**config.mk**
```make
export PLATFORM = sky130hd
export DESIGN_NAME = dct_da_sequencer
export DESIGN_NICKNAME = d
export VERILOG_FILES = /design/src/rtl/dct_da_sequencer.sv
export SDC_FILE = /design/constraint.sdc
export NUM_CORES = 1
export LEC_CHECK = 0
export ABC_AREA = 1
export CORE_UTILIZATION = 46
export DETAILED_ROUTE_END_ITERATION = 10
export HOLD_SLACK_MARGIN = 0.03
export PLACE_DENSITY = 0.71
export SLEW_MARGIN = 20
export SYNTH_ARGS = -nofsm -noshare
export SYNTH_HDL_FRONTEND = slang
export SYNTH_SLANG_ARGS = --single-unit
```
**constraint.sdc**
```tcl
create_clock -name clk -period 1.55 [get_ports clk]
set_input_delay 0.2325 -clock clk [delete_from_list [all_inputs] [get_ports clk]]
set_output_delay 0.2325 -clock clk [all_outputs]
set_load 0.01 [all_outputs]
```
**src/rtl/dct_da_sequencer.sv**
```systemverilog
// Sample collector and strobe sequencer for the bit-serial distributed-arithmetic DCT lanes.
// Double-buffers 8-sample blocks, runs SMP_W shift cycles per block, then offers a valid/ready token.
module dct_da_sequencer #(
  parameter int SMP_W = 8,
  parameter int BLK_N = 8,
  parameter int IDX_W = 16
) (
  input  logic                     clk,
  input  logic                     reset,
  input  logic                     smp_valid,
  input  logic signed [SMP_W-1:0]  smp_data,
  output logic                     smp_ready,
  output logic [BLK_N*SMP_W-1:0]   blk_data,
  output logic                     lane_load,
  output logic                     lane_shift_en,
  output logic                     acc_clr,
  output logic                     msb_cycle,
  output logic                     coef_capture,
  output logic                     coef_valid,
  input  logic                     coef_ready,
  output logic [IDX_W-1:0]         blk_idx,
  output logic                     busy
);

  localparam int CNT_W = (BLK_N > 1) ? $clog2(BLK_N) : 1;
  localparam int BIT_W = (SMP_W > 1) ? $clog2(SMP_W) : 1;

  typedef enum logic [2:0] {S_IDLE, S_LOAD, S_SHIFT, S_CAPT, S_OUT} state_t;

  // Handshakes: a sample moves when smp_valid & smp_ready at a rising edge;
  // a block token moves when coef_valid & coef_ready at a rising edge.

  state_t                   state, state_nx;
  logic [BIT_W-1:0]         bit_cnt;
  logic [SMP_W-1:0]         fill_buf [BLK_N];
  logic [CNT_W-1:0]         fill_cnt;
  logic                     fill_full;
  logic [BLK_N*SMP_W-1:0]   blk_reg;
  logic                     accept, handshake, xfer;

  assign smp_ready = !fill_full;
  assign accept    = smp_valid && !fill_full;
  assign handshake = (state == S_OUT) && coef_ready;
  // Fill buffer drains into the block register whenever the engine is free on this edge.
  assign xfer      = fill_full && ((state == S_IDLE) || handshake);
  assign blk_data  = blk_reg;

  always_ff @(posedge clk) begin
    if (accept) fill_buf[fill_cnt] <= smp_data;
  end

  always_ff @(posedge clk) begin
    if (reset) begin
      fill_cnt  <= '0;
      fill_full <= 1'b0;
    end else if (accept) begin
      if (fill_cnt == CNT_W'(BLK_N - 1)) begin
        fill_cnt  <= '0;
        fill_full <= 1'b1;
      end else begin
        fill_cnt <= fill_cnt + CNT_W'(1);
      end
    end else if (xfer) begin
      fill_full <= 1'b0;
    end
  end

  always_ff @(posedge clk) begin
    if (reset) begin
      blk_reg <= '0;
    end else if (xfer) begin
      for (int i = 0; i < BLK_N; i++) blk_reg[SMP_W*i +: SMP_W] <= fill_buf[i];
    end
  end

  always_ff @(posedge clk) begin
    if (reset) begin
      state   <= S_IDLE;
      bit_cnt <= '0;
      blk_idx <= '0;
    end else begin
      state   <= state_nx;
      bit_cnt <= (state == S_SHIFT) ? bit_cnt + BIT_W'(1) : '0;
      if (handshake) blk_idx <= blk_idx + IDX_W'(1);
    end
  end

  always_comb begin
    state_nx      = state;
    lane_load     = 1'b0;
    acc_clr       = 1'b0;
    lane_shift_en = 1'b0;
    msb_cycle     = 1'b0;
    coef_capture  = 1'b0;
    coef_valid    = 1'b0;
    busy          = (state != S_IDLE);
    case (state)
      S_IDLE: if (fill_full) state_nx = S_LOAD;
      S_LOAD: begin
        lane_load = 1'b1;
        acc_clr   = 1'b1;
        state_nx  = S_SHIFT;
      end
      S_SHIFT: begin
        lane_shift_en = 1'b1;
        if (bit_cnt == BIT_W'(SMP_W - 1)) begin
          msb_cycle = 1'b1;
          state_nx  = S_CAPT;
        end
      end
      S_CAPT: begin
        coef_capture = 1'b1;
        state_nx     = S_OUT;
      end
      S_OUT: begin
        coef_valid = 1'b1;
        if (coef_ready) state_nx = fill_full ? S_LOAD : S_IDLE;
      end
      default: state_nx = S_IDLE;
    endcase
  end

endmodule

```
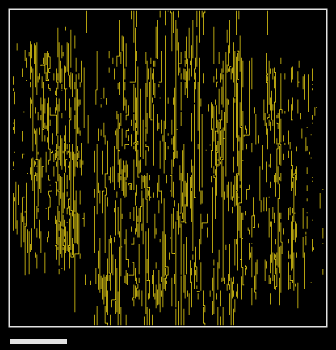
Figure 1: M2 wires.
The bar under the picture is 20 µm long.
longest straight run: 48.3 µm
nets with wire on the layer: 560
main direction: vertical
wire length on this layer: 5850 µm

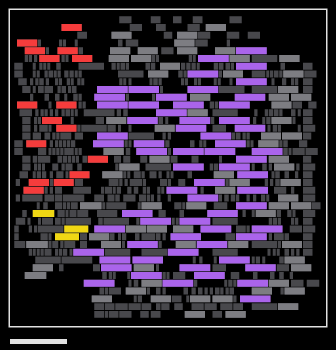
Figure 2: sequential cells grouped by signal name.
The bar under the picture is 20 µm long.
| netlist name | colour | sequential cells |
|---|---|---|
| `state` | yellow | 3 |
| `blk_idx` | red | 16 |
| `fill_buf` | purple | 64 |
not coloured: 71
power attributed to sequential cells: 4.32 mW
sequential fraction of total cell area: 50.5%
flip-flop and latch area: 3740 µm²
share of the core filled with cells in the final layout: 64.5%

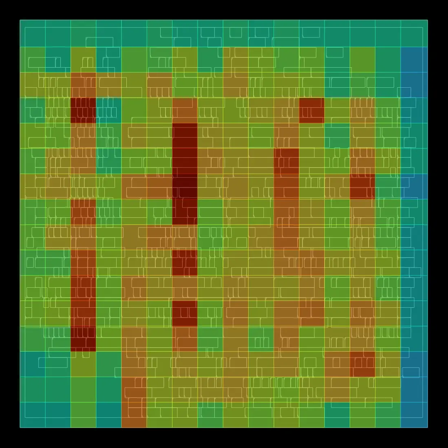
Figure 3: routing congestion.
busiest layer in global routing: met2
GRT met3 Usage: 6.07%
met1 Usage GRT: 23.9%
mean routed wirelength per cell: 14.7 µm
overall routing resource usage: 19.6%

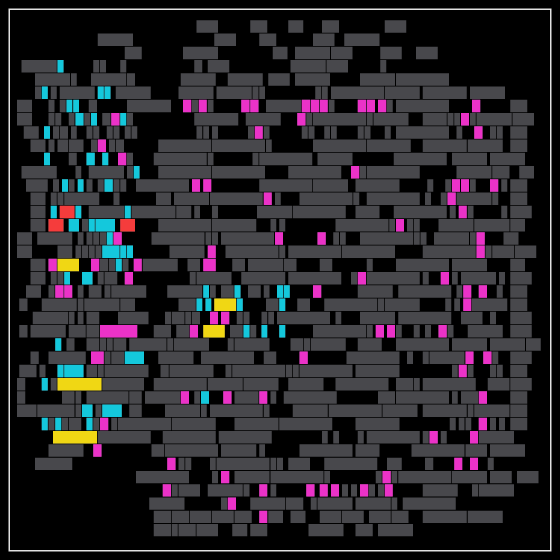
Figure 4: gate families picked out.
| family | colour | cells | most used |
|---|---|---|---|
| inverting AOI/OAI gates | magenta | 82 | a21oi_1 |
| XOR/XNOR gates | red | 3 | xnor2_1 |
| adder and majority cells | yellow | 5 | ha_1 |
| NOR gates | cyan | 52 | nor2_1 |
top logic cell by instance count in the layout: nand2_1
number of standard cells in the final layout excluding fillers: 815
logic share of the area: 20.5%

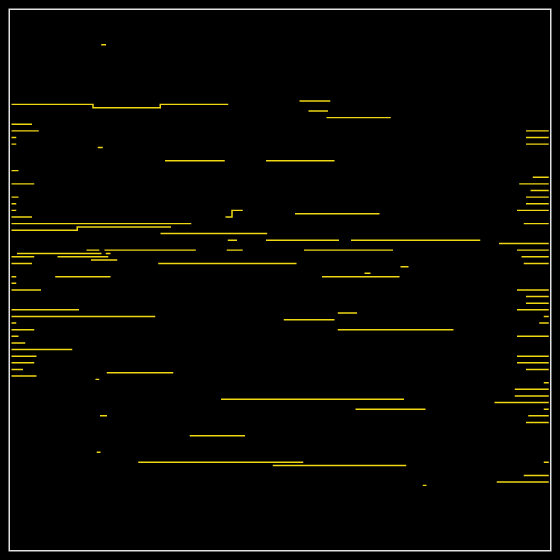
Figure 5: the metal 3 layer.
longest straight run: 37.3 µm
main direction: horizontal
nets with wire on the layer: 86
via count of the routed design: 3987
Total Wirelength: 12000 µm

==> notes.md <==
Summary of implementation figures.

Run status
The flow ran to the end, and the final reports show no timing, DRC or antenna violations.

Drt
Per the detail_route log, the uppermost layer with routed signals is met4. In the detailed route, the total length drawn on met2 is 5850 µm. The detail route stage leaves a number of antenna-violating nets equal to 0. The script logs the ratio of routed vias to standard cells as 4.89.

The routed design uses 843 µm of met3 wire. For this block, the initial DRC count from the detailed router was roughly 230. The number of DRC violations after detailed routing is 0. The number of optimization iterations in the first detailed-route pass is 4.

Timing
Final hold analysis gives a worst-case slack of ~0.30 ns. In the finished design, the share of the clock period the worst path needs comes to between 90% and 100%. The total negative slack for setup checks is 0 ns. Max-slew check failures listed in the final report amount to 0.

Static timing analysis puts the maximum clock frequency at about 660 MHz. Setup repair after global routing could not meet its margin everywhere. The number of hold-slack violations in the final timing report is 0. The transition time recorded at the tightest slew-check pin is 0.509 ns.

The critical path in the final layout is reported with a setup slack of 0.0255 ns. Checking max transition, the worst relative margin is 66.0%. The minimum period implied by the final worst setup slack is 1.52 ns. Setup violations remaining at the end of the flow were counted as 0.

Cells and area
Per the cell usage report, the commonest logic cells after layout are nand2_1, dfxtp_1, a21oi_1. The clock network takes up 7.96% of total cell area after layout. Leaving out buffers and inverters, the combinational logic in the layout accounts for 1520 µm². For this run, combinational gates with multiple inputs come to 327. Ranked by total area, the top cell class in this layout is registers. The total of clock buffers placed in the layout is 23. The final instance area is 7400 µm². The non-clock buffer count in the final layout is 126. The repair_antennas step left the layout with diodes totalling 0. The number of sequential cells in the layout is around 150. The count of filler cells inserted in the layout is ~900. In the final design database the tool counted 677 nets.

Between the synthesized netlist and the finished layout, the area growth was recorded as 35.8%.

Placed design
The detailed placer reported the number of placed instances as about 780. Summing all placed instances gives a cell area of 6660 µm². The final weighted congestion in routability-driven placement is 0.755. The post-detailed-placement half-perimeter wirelength is 7510 µm.

Worst setup path
The depth of the critical timing path with buffers and inverters included is 10. The class of the most critical setup path is register to register. The kind of launch point of the worst setup path is a register. The cell family contributing the most delay on the critical path is buffers and inverters. The data arrival time of the critical path is around 1.8 ns. STA classifies the critical path endpoint as a register. Per the STA report, the cell with the highest stage delay on the worst path is dfxtp_2. The first element of the critical path is bit_cnt[1]$_SDFF_PP0_.

The buffering stage count on the worst path with inverters included is 5. In this run the worst path has a maximum fanout of 2. Counting stages on the worst path, the most repeated cell is buf_4.

STA lists the startpoint of the worst register-to-register path as bit_cnt[1]$_SDFF_PP0_. The reg2reg setup slack is 0.03 ns. At the worst endpoint, the required time is 1.87 ns. Measured in cells, the most critical reg-to-reg path has a length of 10. The signal on the critical path passes through ha_4, ha_4, inv_2, buf_4, buf_4, buf_4, buf_4, nand2_1, o211ai_1, nor3_2. The longest individual stage delay on the worst path is 0.34 ns.

STA lists the endpoint of the worst register-to-register path as state[0]$_SDFFE_PP0P_. The worst setup path endpoint is state[0]$_SDFFE_PP0P_.

Synthesis
For reference, the top logic cell family by area is simple AND/OR/NAND/NOR gates. The number of cells reported by Yosys stat comes to 539. After technology mapping, the gate count stands at 539. Post-synth the commonest register cell is dfxtp_1. The synthesis stat section lists a flop and latch total of 154.

The net count after synthesis is 556. The number of flops mapped to enable cells by yosys is roughly 64. The synthesized design devotes to its leading area cell type between 30% and 40% of total area. The cell-mix breakdown from Yosys lists the adder-cell area share as between 1 and 1.5%. The cell-mix breakdown from Yosys lists the compound-gate area share as 7.95%.

The mux share of post-synthesis cell area is 0%. The post-synthesis instance area is 5450 µm². The warning tally printed by Yosys for this design is 0. The share of flip-flops with an asynchronous set or reset after synthesis is 0%. By area the synthesized netlist is led by edfxtp_1, dfxtp_1, nand2_1. The xor/xnor share of the synthesized area is 0.482%. The area figure in the yosys stat output is 5450 µm². By count the netlist is led by nand2_1, dfxtp_1, a21oi_1. Sequential cells were found to cover about two thirds of the synthesized design area. The count of cell types in the netlist is 21. nand2_1 is the most common cell in the netlist.

The post-synthesis average cell area is 10.1 µm².

Floorplan
Pin placement for this block handled around 100 I/O pins. The floorplan step defined a die boundary enclosing 12300 µm². Measured along the x axis, the die boundary spans 111 µm.

For this configuration, the core starts out at a cell density of between 40% and 50%. The report lists the number of standard-cell rows as 39. The floorplan step defined a core boundary enclosing 11500 µm². The tap cell count is 143. The vertical die dimension reported for this design is 111 µm.

Power
The dominant power group is registers. The power report puts the net switching power at around 1.7 mW. Of the total power, combinational logic draws under 10%. The clock distribution power is 4.05 mW.

Sequential cells burn 49.7% of the power. The total internal power is 6.97 mW. The script extracted a total leakage power of 3.35 nW. The part of the total power dissipated in the clock network is 46.5%. The power attributed to combinational cells is around 0.33 mW. Net switching is between 15 and 20% of the power.

The power after layout is between 8 and 9 mW. The worst VDD IR drop from the latest analysis is ~0.00077 V. The report lists the power per cell area as 1180 nW/µm².

Global route
The pin count of the biggest net entering global routing is ~74. The number of global-route vias before repair is roughly 3700. Global routing finished with a remaining overflow of 0.

Global routing consumed, on the met2 layer, a little under a third of the routing resources. The number of antenna violations at the first check in global routing was 0.

Clocking
The TritonCTS buffer count is 17. The clock tree synthesis step divided the H-tree into 4 levels. Looking at the worst setup and hold paths, the clock pins of their registers show a slew of 0.06 ns. The clock latency reported for the late side of the worst-skew pair is 0.40 ns.

The tree is rooted in a clkbuf_16. In this run, post-CTS hold repair placed 0 buffers. The number of buffers inserted to repair setup after CTS is 5.

TritonCTS built the clock tree. The CTS sink count is 154. Per the CTS log, the buffer count on the longest clock path is 2. Gates resized during post-CTS repair numbered 58.

Run
The tool flagged a number of max-cap violations equal to 0. In this run the tools logged warnings totalling 28.

Min path
The start point of the worst hold path is reset. The worst hold path depth is 3. The worst hold path class is input pin to register. The worst min-delay path endpoint is state[1]$_SDFFE_PP0P_.
Power figures rest on the tool's default switching activity, not on a simulated workload.
